--- src/rtl/axil_reg_responder_pkg.sv ---
// Shared constants, response codes and FSM state types for the AXI4-Lite register responder.
package axil_reg_responder_pkg;

   localparam logic [3:0] OFF_CTRL    = 4'h0;
   localparam logic [3:0] OFF_ID      = 4'h4;
   localparam logic [3:0] OFF_SCRATCH = 4'h8;
   localparam logic [3:0] OFF_TIMER   = 4'hC;

   localparam logic [31:0] ID_VALUE = 32'h0000_00A5;

   localparam logic [1:0] RESP_OKAY   = 2'b00;
   localparam logic [1:0] RESP_SLVERR = 2'b10;

   typedef enum logic {W_IDLE, W_RESP} w_state_t;
   typedef enum logic {R_IDLE, R_DATA} r_state_t;

   function automatic logic [31:0] strb_merge(input logic [31:0] old_v,
                                              input logic [31:0] new_v,
                                              input logic [3:0]  strb);
      logic [31:0] res;
      for (int b = 0; b < 4; b++)
         res[8*b +: 8] = strb[b] ? new_v[8*b +: 8] : old_v[8*b +: 8];
      return res;
   endfunction

endpackage

--- src/rtl/axil_wrap_timer.sv ---
// Free-running 32-bit counter with parallel load; wrap flags the FFFF_FFFF -> 0 step.
module axil_wrap_timer (
   input  logic        clk,
   input  logic        rst,
   input  logic        en,
   input  logic        load,
   input  logic [31:0] load_val,
   output logic [31:0] count,
   output logic        wrap
);

   always_ff @(posedge clk or posedge rst) begin
      if (rst)       count <= '0;
      else if (load) count <= load_val;
      else if (en)   count <= count + 32'd1;
   end

   // A load in the same cycle wins over the wrap.
   assign wrap = en && !load && (count == 32'hFFFF_FFFF);

endmodule

--- src/rtl/axil_reg_responder.sv ---
// AXI4-Lite register block: CTRL, ID, SCRATCH and an optional TIMER at 0xC.
// Define AXIL_TIMER_EN to build the timer in; otherwise 0xC is unmapped and irq is 0.
module axil_reg_responder
   import axil_reg_responder_pkg::*;
#(
   parameter int ADDR_W = 4,
   parameter int DATA_W = 32
) (
   input  logic                  sys_clock,
   input  logic                  reset_rtl,
   input  logic [ADDR_W-1:0]     s_awaddr,
   input  logic                  s_awvalid,
   output logic                  s_awready,
   input  logic [DATA_W-1:0]     s_wdata,
   input  logic [DATA_W/8-1:0]   s_wstrb,
   input  logic                  s_wvalid,
   output logic                  s_wready,
   output logic [1:0]            s_bresp,
   output logic                  s_bvalid,
   input  logic                  s_bready,
   input  logic [ADDR_W-1:0]     s_araddr,
   input  logic                  s_arvalid,
   output logic                  s_arready,
   output logic [DATA_W-1:0]     s_rdata,
   output logic [1:0]            s_rresp,
   output logic                  s_rvalid,
   input  logic                  s_rready,
   output logic [7:0]            gpio_out,
   output logic                  irq
);

   w_state_t          r_wstate;
   r_state_t          r_rstate;
   logic [DATA_W-1:0] r_ctrl, r_scratch, r_rdata;
   logic [1:0]        r_bresp, r_rresp;
   logic              r_bvalid, r_rvalid;

   logic [1:0]        w_widx, w_ridx;
   logic              w_aw_hs, w_ar_hs, w_timer_map;
   logic [DATA_W-1:0] w_count, w_rd_data;
   logic [1:0]        w_wresp, w_rd_resp;
   logic              w_unused;

   assign w_widx = s_awaddr[3:2];
   assign w_ridx = s_araddr[3:2];
   assign w_unused = &{1'b0, s_awaddr, s_araddr};

   // Readies are gated by reset so nothing handshakes while it is held.
   assign w_aw_hs   = !reset_rtl && (r_wstate == W_IDLE) && s_awvalid && s_wvalid;
   assign s_awready = w_aw_hs;
   assign s_wready  = w_aw_hs;
   assign s_arready = !reset_rtl && (r_rstate == R_IDLE);
   assign w_ar_hs   = s_arready && s_arvalid;

`ifdef AXIL_TIMER_EN
   logic w_timer_wr, w_wrap, r_irq;

   assign w_timer_map = 1'b1;
   assign w_timer_wr  = w_aw_hs && (w_widx == OFF_TIMER[3:2]);

   axil_wrap_timer u_timer (
      .clk      (sys_clock),
      .rst      (reset_rtl),
      .en       (r_ctrl[8]),
      .load     (w_timer_wr),
      .load_val (strb_merge(w_count, s_wdata, s_wstrb)),
      .count    (w_count),
      .wrap     (w_wrap)
   );

   always_ff @(posedge sys_clock or posedge reset_rtl) begin
      if (reset_rtl)       r_irq <= 1'b0;
      else if (w_timer_wr) r_irq <= 1'b0;
      else if (w_wrap)     r_irq <= 1'b1;
   end

   assign irq = r_irq;
`else
   assign w_timer_map = 1'b0;
   assign w_count     = '0;
   assign irq         = 1'b0;
`endif

   always_comb begin
      w_wresp = RESP_OKAY;
      if (w_widx == OFF_ID[3:2])                      w_wresp = RESP_SLVERR;
      if (w_widx == OFF_TIMER[3:2] && !w_timer_map)   w_wresp = RESP_SLVERR;
   end

   always_comb begin
      w_rd_data = '0;
      w_rd_resp = RESP_OKAY;
      case (w_ridx)
         OFF_CTRL[3:2]:    w_rd_data = r_ctrl;
         OFF_ID[3:2]:      w_rd_data = ID_VALUE;
         OFF_SCRATCH[3:2]: w_rd_data = r_scratch;
         default: begin
            if (w_timer_map) w_rd_data = w_count;
            else             w_rd_resp = RESP_SLVERR;
         end
      endcase
   end

   always_ff @(posedge sys_clock or posedge reset_rtl) begin
      if (reset_rtl) begin
         r_wstate  <= W_IDLE;
         r_bvalid  <= 1'b0;
         r_bresp   <= RESP_OKAY;
         r_ctrl    <= '0;
         r_scratch <= '0;
      end else begin
         case (r_wstate)
            W_IDLE: if (w_aw_hs) begin
               if (w_widx == OFF_CTRL[3:2])    r_ctrl    <= strb_merge(r_ctrl, s_wdata, s_wstrb);
               if (w_widx == OFF_SCRATCH[3:2]) r_scratch <= strb_merge(r_scratch, s_wdata, s_wstrb);
               r_bresp  <= w_wresp;
               r_bvalid <= 1'b1;
               r_wstate <= W_RESP;
            end
            W_RESP: if (s_bready) begin
               r_bvalid <= 1'b0;
               r_bresp  <= RESP_OKAY;
               r_wstate <= W_IDLE;
            end
         endcase
      end
   end

   // Read mux samples pre-edge register values, so a same-cycle write is not seen.
   always_ff @(posedge sys_clock or posedge reset_rtl) begin
      if (reset_rtl) begin
         r_rstate <= R_IDLE;
         r_rvalid <= 1'b0;
         r_rresp  <= RESP_OKAY;
         r_rdata  <= '0;
      end else begin
         case (r_rstate)
            R_IDLE: if (w_ar_hs) begin
               r_rdata  <= w_rd_data;
               r_rresp  <= w_rd_resp;
               r_rvalid <= 1'b1;
               r_rstate <= R_DATA;
            end
            R_DATA: if (s_rready) begin
               r_rvalid <= 1'b0;
               r_rstate <= R_IDLE;
            end
         endcase
      end
   end

   assign s_bvalid = r_bvalid;
   assign s_bresp  = r_bresp;
   assign s_rvalid = r_rvalid;
   assign s_rresp  = r_rresp;
   assign s_rdata  = r_rdata;
   assign gpio_out = r_ctrl[7:0];

endmodule

--- config.mk ---
export PLATFORM = sky130hd
export DESIGN_NAME = axil_reg_responder
export DESIGN_NICKNAME = d
export VERILOG_FILES = /design/src/rtl/axil_reg_responder_pkg.sv /design/src/rtl/axil_wrap_timer.sv /design/src/rtl/axil_reg_responder.sv
export SDC_FILE = /design/constraint.sdc
export NUM_CORES = 1
export LEC_CHECK = 0
export CAP_MARGIN = 0
export CORE_MARGIN = 2
export CORE_UTILIZATION = 54
export DETAILED_ROUTE_END_ITERATION = 6
export PLACE_DENSITY = 0.91
export SLEW_MARGIN = 20
export SYNTH_ARGS = -nofsm -noshare
export SYNTH_HDL_FRONTEND = slang
export SYNTH_SLANG_ARGS = --single-unit
--- constraint.sdc ---
create_clock -name sys_clock -period 7.2 [get_ports sys_clock]
set_input_delay 1.44 -clock sys_clock [delete_from_list [all_inputs] [get_ports sys_clock]]
set_output_delay 1.44 -clock sys_clock [all_outputs]
set_load 0.03 [all_outputs]
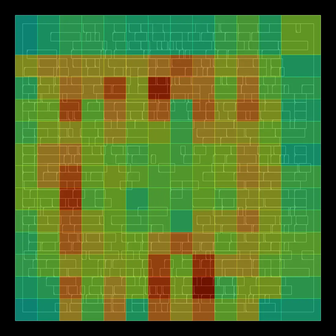
final_congestion.png
total global-route track usage: 20.6%
met3 usage in global routing: 5.14%
routed wirelength normalized by instance count: 17.2 um
layer with the highest usage: met2

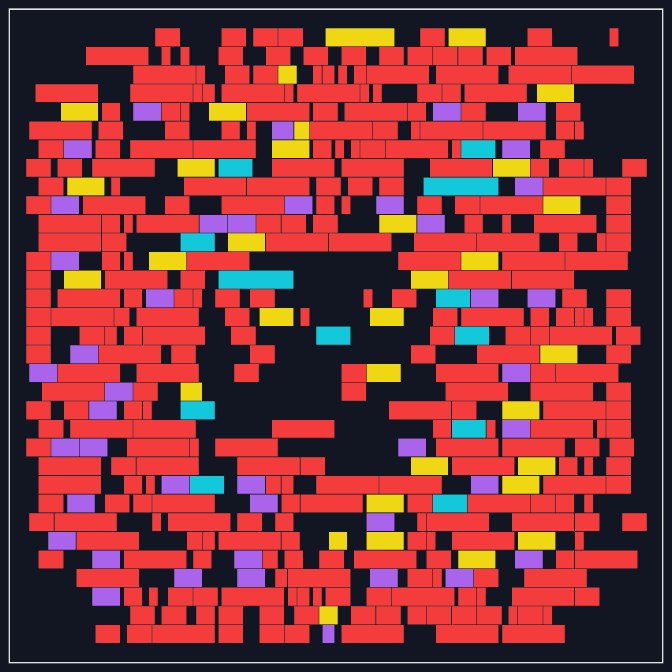
drive_strength.png
drive 2 -> purple  # cells 42, share 10%
drive 1 or less -> red  # cells 322, share 79%
drive 3 to 4 -> yellow  # cells 33, share 8.1%
drive 6 and up -> cyan  # cells 12, share 2.9%

==> run summary <==
The synthesis and PnR run went through. The run finished with clean final reports. Among logic cells in the layout, the one with the most instances is sky130_fd_sc_hd__dfrtp_1. Summed over all nets, wire length on met3 after detailed routing comes to 467 um.

The H-tree was split into 3 levels. The cell sitting at the root of the clock tree is a sky130_fd_sc_hd__clkbuf_8. The number of cells reported by Yosys stat comes to around 330. On the critical path the largest part of the delay comes from buffers and inverters. Sum of buffers and inverters on the critical path landed at 3.

In the final layout, the share of cells above drive strength 1 is between 20% and 30%. During I/O placement, the number of pins put on the boundary was 101. The count of cells in the finished layout, fillers not included, comes to 514. For the worst reg-to-reg path, the endpoint reported by OpenROAD is r_ctrl[2]. Relative contribution of combinational cells to total power landed at around 25%.

Tally of max-capacitance violations landed at 0. The switching component of the power was reported as approximately 430 uW. Once detailed placement completed, the half-perimeter wirelength came to a little under 6 mm. Once layout is done, the placed cells without fillers occupy approximately 5600 um^2. For this run, the top clock speed supported by timing is approximately 210 MHz. STA lists the startpoint of the worst register-to-register path as r_wstate. Yosys reports a chip area of 4480 um^2. Share of synthesized area spent on multiplexers landed at between 20% and 30%. Total core area landed at 8130 um^2. Post-detailed-placement cell area landed at about 5400 um^2.

Fraction of registers with async set or reset after synthesis landed at 100%. The power report lists cell-internal power as between 1000 and 1500 uW. Number of enable-type register cells in the synthesized netlist landed at 0.

Total via count after detailed routing landed at around 2800. Per the detailed-route log, wirelength across all metal layers totals 8.82 mm. Number of register bits inferred by synthesis landed at between 100 and 150. The worst setup path is launched from an input port. After Yosys synthesis, AND-OR and OR-AND compound gates account for between 6 and 7% of the synthesized area.

Number of instances in the synthesized netlist landed at between 300 and 400. For this run, the register share of the synthesized area comes to 57.0%. Global-route track usage on met2 landed at approximately a third. Number of global-route vias before repair landed at between 2000 and 3000. Of all power groups, the one with the highest power is registers. For this design, the CTS-stage hold fixing added 0 buffers. The warning tally printed by Yosys for this design is 0.

Max-slew violation count landed at 0. Clock buffer count from CTS landed at 9. Remaining design rule violation count landed at 0. Routability-driven placement congestion ratio landed at 0.709. Count of buffers inserted at the top-level ports landed at ~93.

Number of clock sinks landed at 102. Required time at the worst-slack endpoint landed at around 5.8 ns. Setup repair after global routing left no endpoint under its margin. The logs give a warning total of 30. Die outline area landed at about 9000 um^2. The synthesis run identifies the leading combinational cell family as multiplexers.

Actual slew at the worst max-slew pin landed at 1.05 ns. Subtracting the final worst setup slack from the clock period gives about 4.7 ns. Cell depth of the worst hold path landed at 2.

Yosys mapped the design onto 25 distinct sky130hd cell types. On the reported timing paths, the clock transition at the registers reads around 0.090 ns. Critical path data arrival time landed at approximately 3.2 ns. The clock passes through at most 2 buffers. Number of detailed-routing iterations run before antenna repair landed at 4. Cell row count landed at 33.

Insertion delay at the late pin of the worst-skew pair landed at 0.35 ns. Initial antenna violation count landed at 0. The most numerous cell type found on the critical path is sky130_fd_sc_hd__clkdlybuf4s50_1. Per report_power, the Clock row totals around 390 uW. Number of endpoints failing setup at the final stage landed at 0. The synthesized netlist devotes 0% of its cell area to XOR and XNOR gates. Pre-CTS worst setup slack landed at roughly 2.5 ns.

Per the final timing report, the hold violations number 0. Routing resource usage on met1 recorded by global route was between 20% and 30%. Overall power consumption after layout is estimated at between 1000 and 1500 uW. The script logs the ratio of routed vias to standard cells as between 5 and 6.

The number of cells on the worst reg-to-reg path is 3. The area taken by sequential standard cells is reported as around 2600 um^2. At the floorplan stage, the core utilization is reported as between 50 and 60%.

Count of instances resized after the clock tree is built landed at 0. Post-synthesis share of cell area spent on full adders, half adders and majority gates landed at 0%. The synthesis report names the predominant flop master as sky130_fd_sc_hd__dfrtp_1. Layout overhead on the synthesized area landed at 24.4%.
## cells by family (layout without fill, tap and decap cells)
family	after synthesis	in the layout
mux	92	92
other cells	1	3
compound gates	39	39
buf+inv	40	115
flops	102	102
simple gates	58	58
## worst max-delay path by stage
stage / startpoint / end / slack (ns) / cells after the start
3_3_place_gp: reset_rtl / s_awready / 2.56 / 4
4_1_cts: reset_rtl / s_awready / 2.51 / 4
3_5_place_dp: reset_rtl / s_awready / 2.52 / 4
2_1_floorplan: reset_rtl / r_ctrl[0] / 3.08 / 1
5_1_grt: reset_rtl / s_awready / 2.41 / 4
6_report: reset_rtl / s_wready / 2.54 / 4
## final cells by class
class	count	share of cell area [%]
clock buffers	12	2.60
inverters	4	0.314
repair buffers	96	17.0
clock inverters	3	1.23
flip-flops and latches	102	45.8
well taps	105	2.36
multi-input cells	192	30.7
Power and IR drop assume default switching activity.
